--- src/rtl/wav_sample_unpacker.sv ---
// WAV byte-stream unpacker: forwards the 44-byte header, then assembles 16-bit PCM samples.
// Optional build macro STEREO_DOWNMIX_EN adds 2-channel input with an (L+R)>>>1 downmix.
module wav_sample_unpacker (
    input  logic        CLK,
    input  logic        NRESET,
    input  logic        I_SOF,
    input  logic        I_DV,
    input  logic [7:0]  DI,
    output logic        H_DV,
    output logic [7:0]  HD,
    output logic        O_DV,
    output logic [15:0] DO,
    output logic        O_EOF,
    output logic        O_ERR
);

    localparam int unsigned IDX_W  = 6;
    localparam int unsigned SIZE_W = 32;
    localparam int unsigned FLD_W  = 16;
    localparam int unsigned SMP_W  = 16;

    localparam logic [IDX_W-1:0] OFS_CH_LO   = IDX_W'(22);
    localparam logic [IDX_W-1:0] OFS_CH_HI   = IDX_W'(23);
    localparam logic [IDX_W-1:0] OFS_BITS_LO = IDX_W'(34);
    localparam logic [IDX_W-1:0] OFS_BITS_HI = IDX_W'(35);
    localparam logic [IDX_W-1:0] OFS_SIZE_0  = IDX_W'(40);
    localparam logic [IDX_W-1:0] OFS_SIZE_1  = IDX_W'(41);
    localparam logic [IDX_W-1:0] OFS_SIZE_2  = IDX_W'(42);
    localparam logic [IDX_W-1:0] OFS_LAST    = IDX_W'(43);

    typedef enum logic [2:0] {
        IDLE, HDR, L_LO, L_HI, R_LO, R_HI, DONE, ERR
    } state_t;

    state_t              state, state_nxt;
    logic [IDX_W-1:0]    hdr_idx, idx_nxt;
    logic [FLD_W-1:0]    num_ch, ch_nxt;
    logic [FLD_W-1:0]    bits_ps, bits_nxt;
    logic [SIZE_W-1:0]   rem, rem_nxt;
    logic [7:0]          lo_byte, lo_nxt;
    logic                h_dv_nxt, o_dv_nxt, eof_nxt, err_nxt;
    logic [7:0]          hd_nxt;
    logic [SMP_W-1:0]    do_nxt;
    logic                data_byte;
    logic                ch_ok;

`ifdef STEREO_DOWNMIX_EN
    logic [SMP_W-1:0]    left_smp, left_nxt;
    logic signed [SMP_W:0] mix_sum;
    logic                stereo;

    assign stereo = (num_ch == FLD_W'(2));
    assign ch_ok  = (num_ch == FLD_W'(1)) || stereo;
`else
    assign ch_ok  = (num_ch == FLD_W'(1));
`endif

    // State and datapath registers; all outputs come straight from flops.
    always_ff @(posedge CLK or negedge NRESET) begin
        if (!NRESET) begin
            state   <= IDLE;
            hdr_idx <= '0;
            num_ch  <= '0;
            bits_ps <= '0;
            rem     <= '0;
            lo_byte <= '0;
`ifdef STEREO_DOWNMIX_EN
            left_smp <= '0;
`endif
            H_DV    <= 1'b0;
            HD      <= '0;
            O_DV    <= 1'b0;
            DO      <= '0;
            O_EOF   <= 1'b0;
            O_ERR   <= 1'b0;
        end else begin
            state   <= state_nxt;
            hdr_idx <= idx_nxt;
            num_ch  <= ch_nxt;
            bits_ps <= bits_nxt;
            rem     <= rem_nxt;
            lo_byte <= lo_nxt;
`ifdef STEREO_DOWNMIX_EN
            left_smp <= left_nxt;
`endif
            H_DV    <= h_dv_nxt;
            HD      <= hd_nxt;
            O_DV    <= o_dv_nxt;
            DO      <= do_nxt;
            O_EOF   <= eof_nxt;
            O_ERR   <= err_nxt;
        end
    end

    // Next-state and next-output logic.
    always_comb begin
        state_nxt = state;
        idx_nxt   = hdr_idx;
        ch_nxt    = num_ch;
        bits_nxt  = bits_ps;
        rem_nxt   = rem;
        lo_nxt    = lo_byte;
        h_dv_nxt  = 1'b0;
        hd_nxt    = HD;
        o_dv_nxt  = 1'b0;
        do_nxt    = DO;
        eof_nxt   = 1'b0;
        err_nxt   = O_ERR | (state == ERR);
        data_byte = 1'b0;
`ifdef STEREO_DOWNMIX_EN
        left_nxt  = left_smp;
        mix_sum   = $signed({left_smp[SMP_W-1], left_smp})
                  + $signed({DI[7], DI, lo_byte});
`endif

        if (I_DV) begin
            if (I_SOF) begin
                // The start-of-file byte is itself header byte 0.
                state_nxt = HDR;
                idx_nxt   = IDX_W'(1);
                h_dv_nxt  = 1'b1;
                hd_nxt    = DI;
                err_nxt   = 1'b0;
            end else begin
                case (state)
                    HDR: begin
                        h_dv_nxt = 1'b1;
                        hd_nxt   = DI;
                        idx_nxt  = hdr_idx + IDX_W'(1);
                        case (hdr_idx)
                            OFS_CH_LO:   ch_nxt[7:0]     = DI;
                            OFS_CH_HI:   ch_nxt[15:8]    = DI;
                            OFS_BITS_LO: bits_nxt[7:0]   = DI;
                            OFS_BITS_HI: bits_nxt[15:8]  = DI;
                            OFS_SIZE_0:  rem_nxt[7:0]    = DI;
                            OFS_SIZE_1:  rem_nxt[15:8]   = DI;
                            OFS_SIZE_2:  rem_nxt[23:16]  = DI;
                            OFS_LAST: begin
                                rem_nxt[31:24] = DI;
                                if ((bits_ps != FLD_W'(16)) || !ch_ok)
                                    state_nxt = ERR;
                                else if ({DI, rem[23:0]} == '0)
                                    state_nxt = DONE;
                                else
                                    state_nxt = L_LO;
                            end
                            default: ;
                        endcase
                    end
                    L_LO: begin
                        data_byte = 1'b1;
                        lo_nxt    = DI;
                        state_nxt = L_HI;
                    end
                    L_HI: begin
                        data_byte = 1'b1;
`ifdef STEREO_DOWNMIX_EN
                        if (stereo) begin
                            left_nxt  = {DI, lo_byte};
                            state_nxt = R_LO;
                        end else begin
                            o_dv_nxt  = 1'b1;
                            do_nxt    = {DI, lo_byte};
                            state_nxt = L_LO;
                        end
`else
                        o_dv_nxt  = 1'b1;
                        do_nxt    = {DI, lo_byte};
                        state_nxt = L_LO;
`endif
                    end
`ifdef STEREO_DOWNMIX_EN
                    R_LO: begin
                        data_byte = 1'b1;
                        lo_nxt    = DI;
                        state_nxt = R_HI;
                    end
                    R_HI: begin
                        data_byte = 1'b1;
                        o_dv_nxt  = 1'b1;
                        do_nxt    = SMP_W'(mix_sum >>> 1);
                        state_nxt = L_LO;
                    end
`endif
                    default: ;
                endcase

                // Last data byte ends the chunk regardless of sample alignment.
                if (data_byte) begin
                    rem_nxt = rem - SIZE_W'(1);
                    if (rem == SIZE_W'(1)) begin
                        state_nxt = DONE;
                        eof_nxt   = 1'b1;
                    end
                end
            end
        end
    end

endmodule

--- config.mk ---
export PLATFORM = sky130hd
export DESIGN_NAME = wav_sample_unpacker
export DESIGN_NICKNAME = d
export VERILOG_FILES = /design/src/rtl/wav_sample_unpacker.sv
export SDC_FILE = /design/constraint.sdc
export NUM_CORES = 1
export LEC_CHECK = 0
export ABC_AREA = 1
export ABC_CLOCK_PERIOD_IN_PS = 2300
export CAP_MARGIN = 25
export CORE_MARGIN = 3
export CORE_UTILIZATION = 63
export DETAILED_ROUTE_END_ITERATION = 16
export DONT_BUFFER_PORTS = 1
export PLACE_DENSITY = 0.75
export SYNTH_ARGS = -nofsm -noshare
export SYNTH_HDL_FRONTEND = slang
export SYNTH_SLANG_ARGS = --single-unit
--- constraint.sdc ---
create_clock -name CLK -period 2.3 [get_ports CLK]
set_clock_uncertainty 0.2 [all_clocks]
set_input_delay 0.46 -clock CLK [delete_from_list [all_inputs] [get_ports CLK]]
set_output_delay 0.46 -clock CLK [all_outputs]
set_load 0.02 [all_outputs]
==> reports/metrics.json <==
{
  "status": {"value": "finished with violations"},
  "fmax": {"value": 468, "unit": "MHz"},
  "grt_pass1_wl": {"value": 21300, "unit": "um"},
  "fin_worst_hold_slack": {"value": -0.437, "unit": "ns"},
  "report.power.total": {"value": 3.43, "unit": "mW"},
  "syn_inst": {"value": 704},
  "path_class": {"value": "flop to flop"},
  "timing.reg2reg.worst_path_depth": {"value": 3},
  "cts_tree": {"value": "done"},
  "wl": {"value": 13200, "unit": "um"},
  "critPathMaxFanout": {"value": 16},
  "layout_top_cells_excl_fill_tap": {"value": "174 x sky130_fd_sc_hd__nand2_1, 119 x sky130_fd_sc_hd__nor2_1, 109 x sky130_fd_sc_hd__dfrtp_1, 91 x sky130_fd_sc_hd__o21ai_0, 64 x sky130_fd_sc_hd__inv_1"},
  "synthesis.nets": {"value": 723},
  "synth.yosys.chip_area": {"value": 0.00541, "unit": "sq mm"},
  "detailed_place.area": {"value": 0.00558, "unit": "sq mm"},
  "postRouteAntennaNets": {"value": 0},
  "worstMarginPinSlew": {"value": 0.689, "unit": "ns"},
  "post-route-period-util": {"value": 92.8, "unit": "%"},
  "finalHoldViolations": {"value": 109},
  "fp_util": {"value": 65.2, "unit": "%"},
  "syn-mean-instance-area": {"value": 7.69, "unit": "sq um"},
  "failed_checks": {"value": "hold timing"},
  "area_of_the_mapped_netlist": {"value": 0.00541, "unit": "sq mm"}
}
layout make-up:
type                            instances  share of cell area, %
Inverter                               71                   4.61
Multi-Input combinational cell        508                   40.6
Tap cell                              105                   2.27
Timing Repair Buffer                   15                   1.95
Sequential cell                       109                   47.2
Clock buffer                           12                   2.69
Clock inverter                          4                  0.693
routing by layer:
| layer | vias to the layer above | global-route usage (%) | wire [um] |
|---|---|---|---|
| li1 | 2285 | - | - |
| met1 | 2179 | 37.9 | 5720 |
| met2 | 192 | 44.7 | 6450 |
| met3 | 19 | 5.10 | 829 |
| met4 | 0 | 8.61 | 209 |
| met5 | - | 0 | 0 |
worst max-delay path: stages, from the launching register on:
cell                      delay [ns]
sky130_fd_sc_hd__dfrtp_1        0.46
sky130_fd_sc_hd__nor4_1         0.65
sky130_fd_sc_hd__nand2_1        0.45
sky130_fd_sc_hd__o21ai_0        0.28
flip-flops by register name, summed over array words and instances, names as in the netlist:
register  cells
H_DV          1
HD            8
bits_ps      16
DO           16
O_ERR         1
O_DV          1
lo_byte       8
rem          32
O_EOF         1
num_ch       16
state         3
hdr_idx       6
kinds of logic (layout without fill, tap and decap cells):
| family | Yosys count | count (layout) | synth area share (%) |
|---|---|---|---|
| AOI/OAI and AO/OA | 142 | 142 | 13.9 |
| xor gates and xnor gates | 7 | 7 | 1.13 |
| adders and majority gates | 7 | 7 | 1.62 |
| buffers and inverters | 87 | 102 | 6.40 |
| DFF | 109 | 109 | 50.4 |
| and+or+nand+nor | 352 | 352 | 26.6 |
power breakdown:
group / switching [mW] / internal, mW / leakage, nW / total, mW
clock network: 0.686 / 0.474 / 0.101 / 1.16
registers: 0.0741 / 1.97 / 1.44 / 2.04
logic: 0.152 / 0.0746 / 1.19 / 0.226
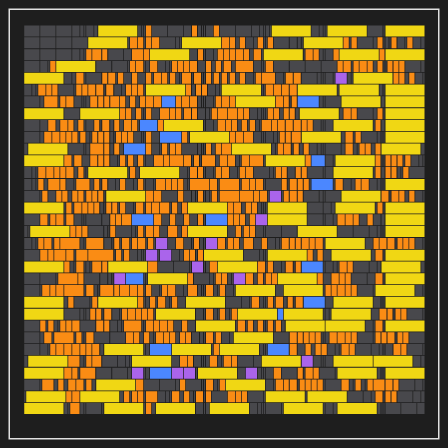
(cell classes on the final placement)
Fill, decap, tap and diode cells in gray.
class	color	cells
other buffers and delay cells	purple	15
combinational and other logic	orange	579
clock drivers and dummy loads	blue	16
flops	yellow	109

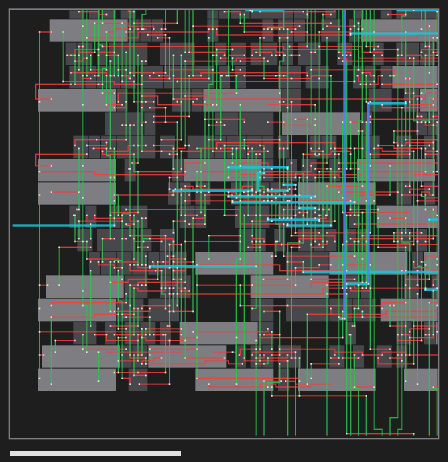
(layout detail)
The bar under the picture is 20 um long. Window x 0 to 50, y 0 to 50 um. Cells in gray, sequential cells in the stronger gray; small squares are vias.
layer	color
metal 1	red
metal 4	blue
metal 3	cyan
metal 2	green
cells with their middle in the window	177
most frequent	nand2_1 (32), dfrtp_1 (24), nor2_1 (22)
netlist names of flops here include	hdr_idx (6), HD (5), bits_ps (4)
sequential cells in the window	24

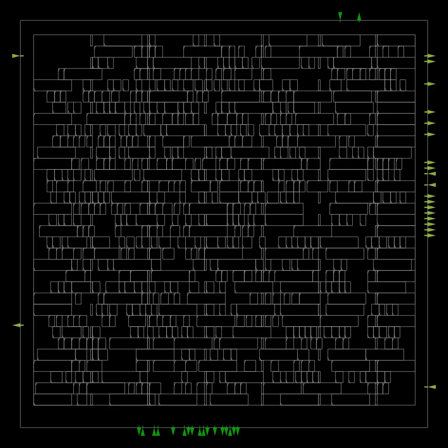
(placement view)
number of sequential cells in the layout: 109
Fill cells: 672
Std-Cell Rows: 33

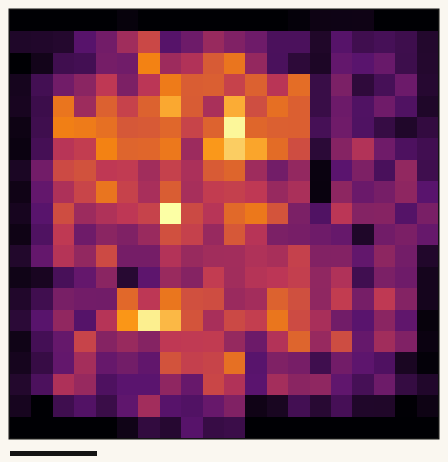
(signal metal coverage by tile)
The bar under the picture is 20 um long. The die is cut into 20 by 20 equal tiles; black is low, pale yellow is high, scaled to the fullest tile. Values are wire area over tile area, all layers added.
tiles over half the peak	25%
nearly empty tiles	9.0%
mean over tiles	0.22
fullest tile	0.66

Power figures rest on the tool's default switching activity, not on a simulated workload.
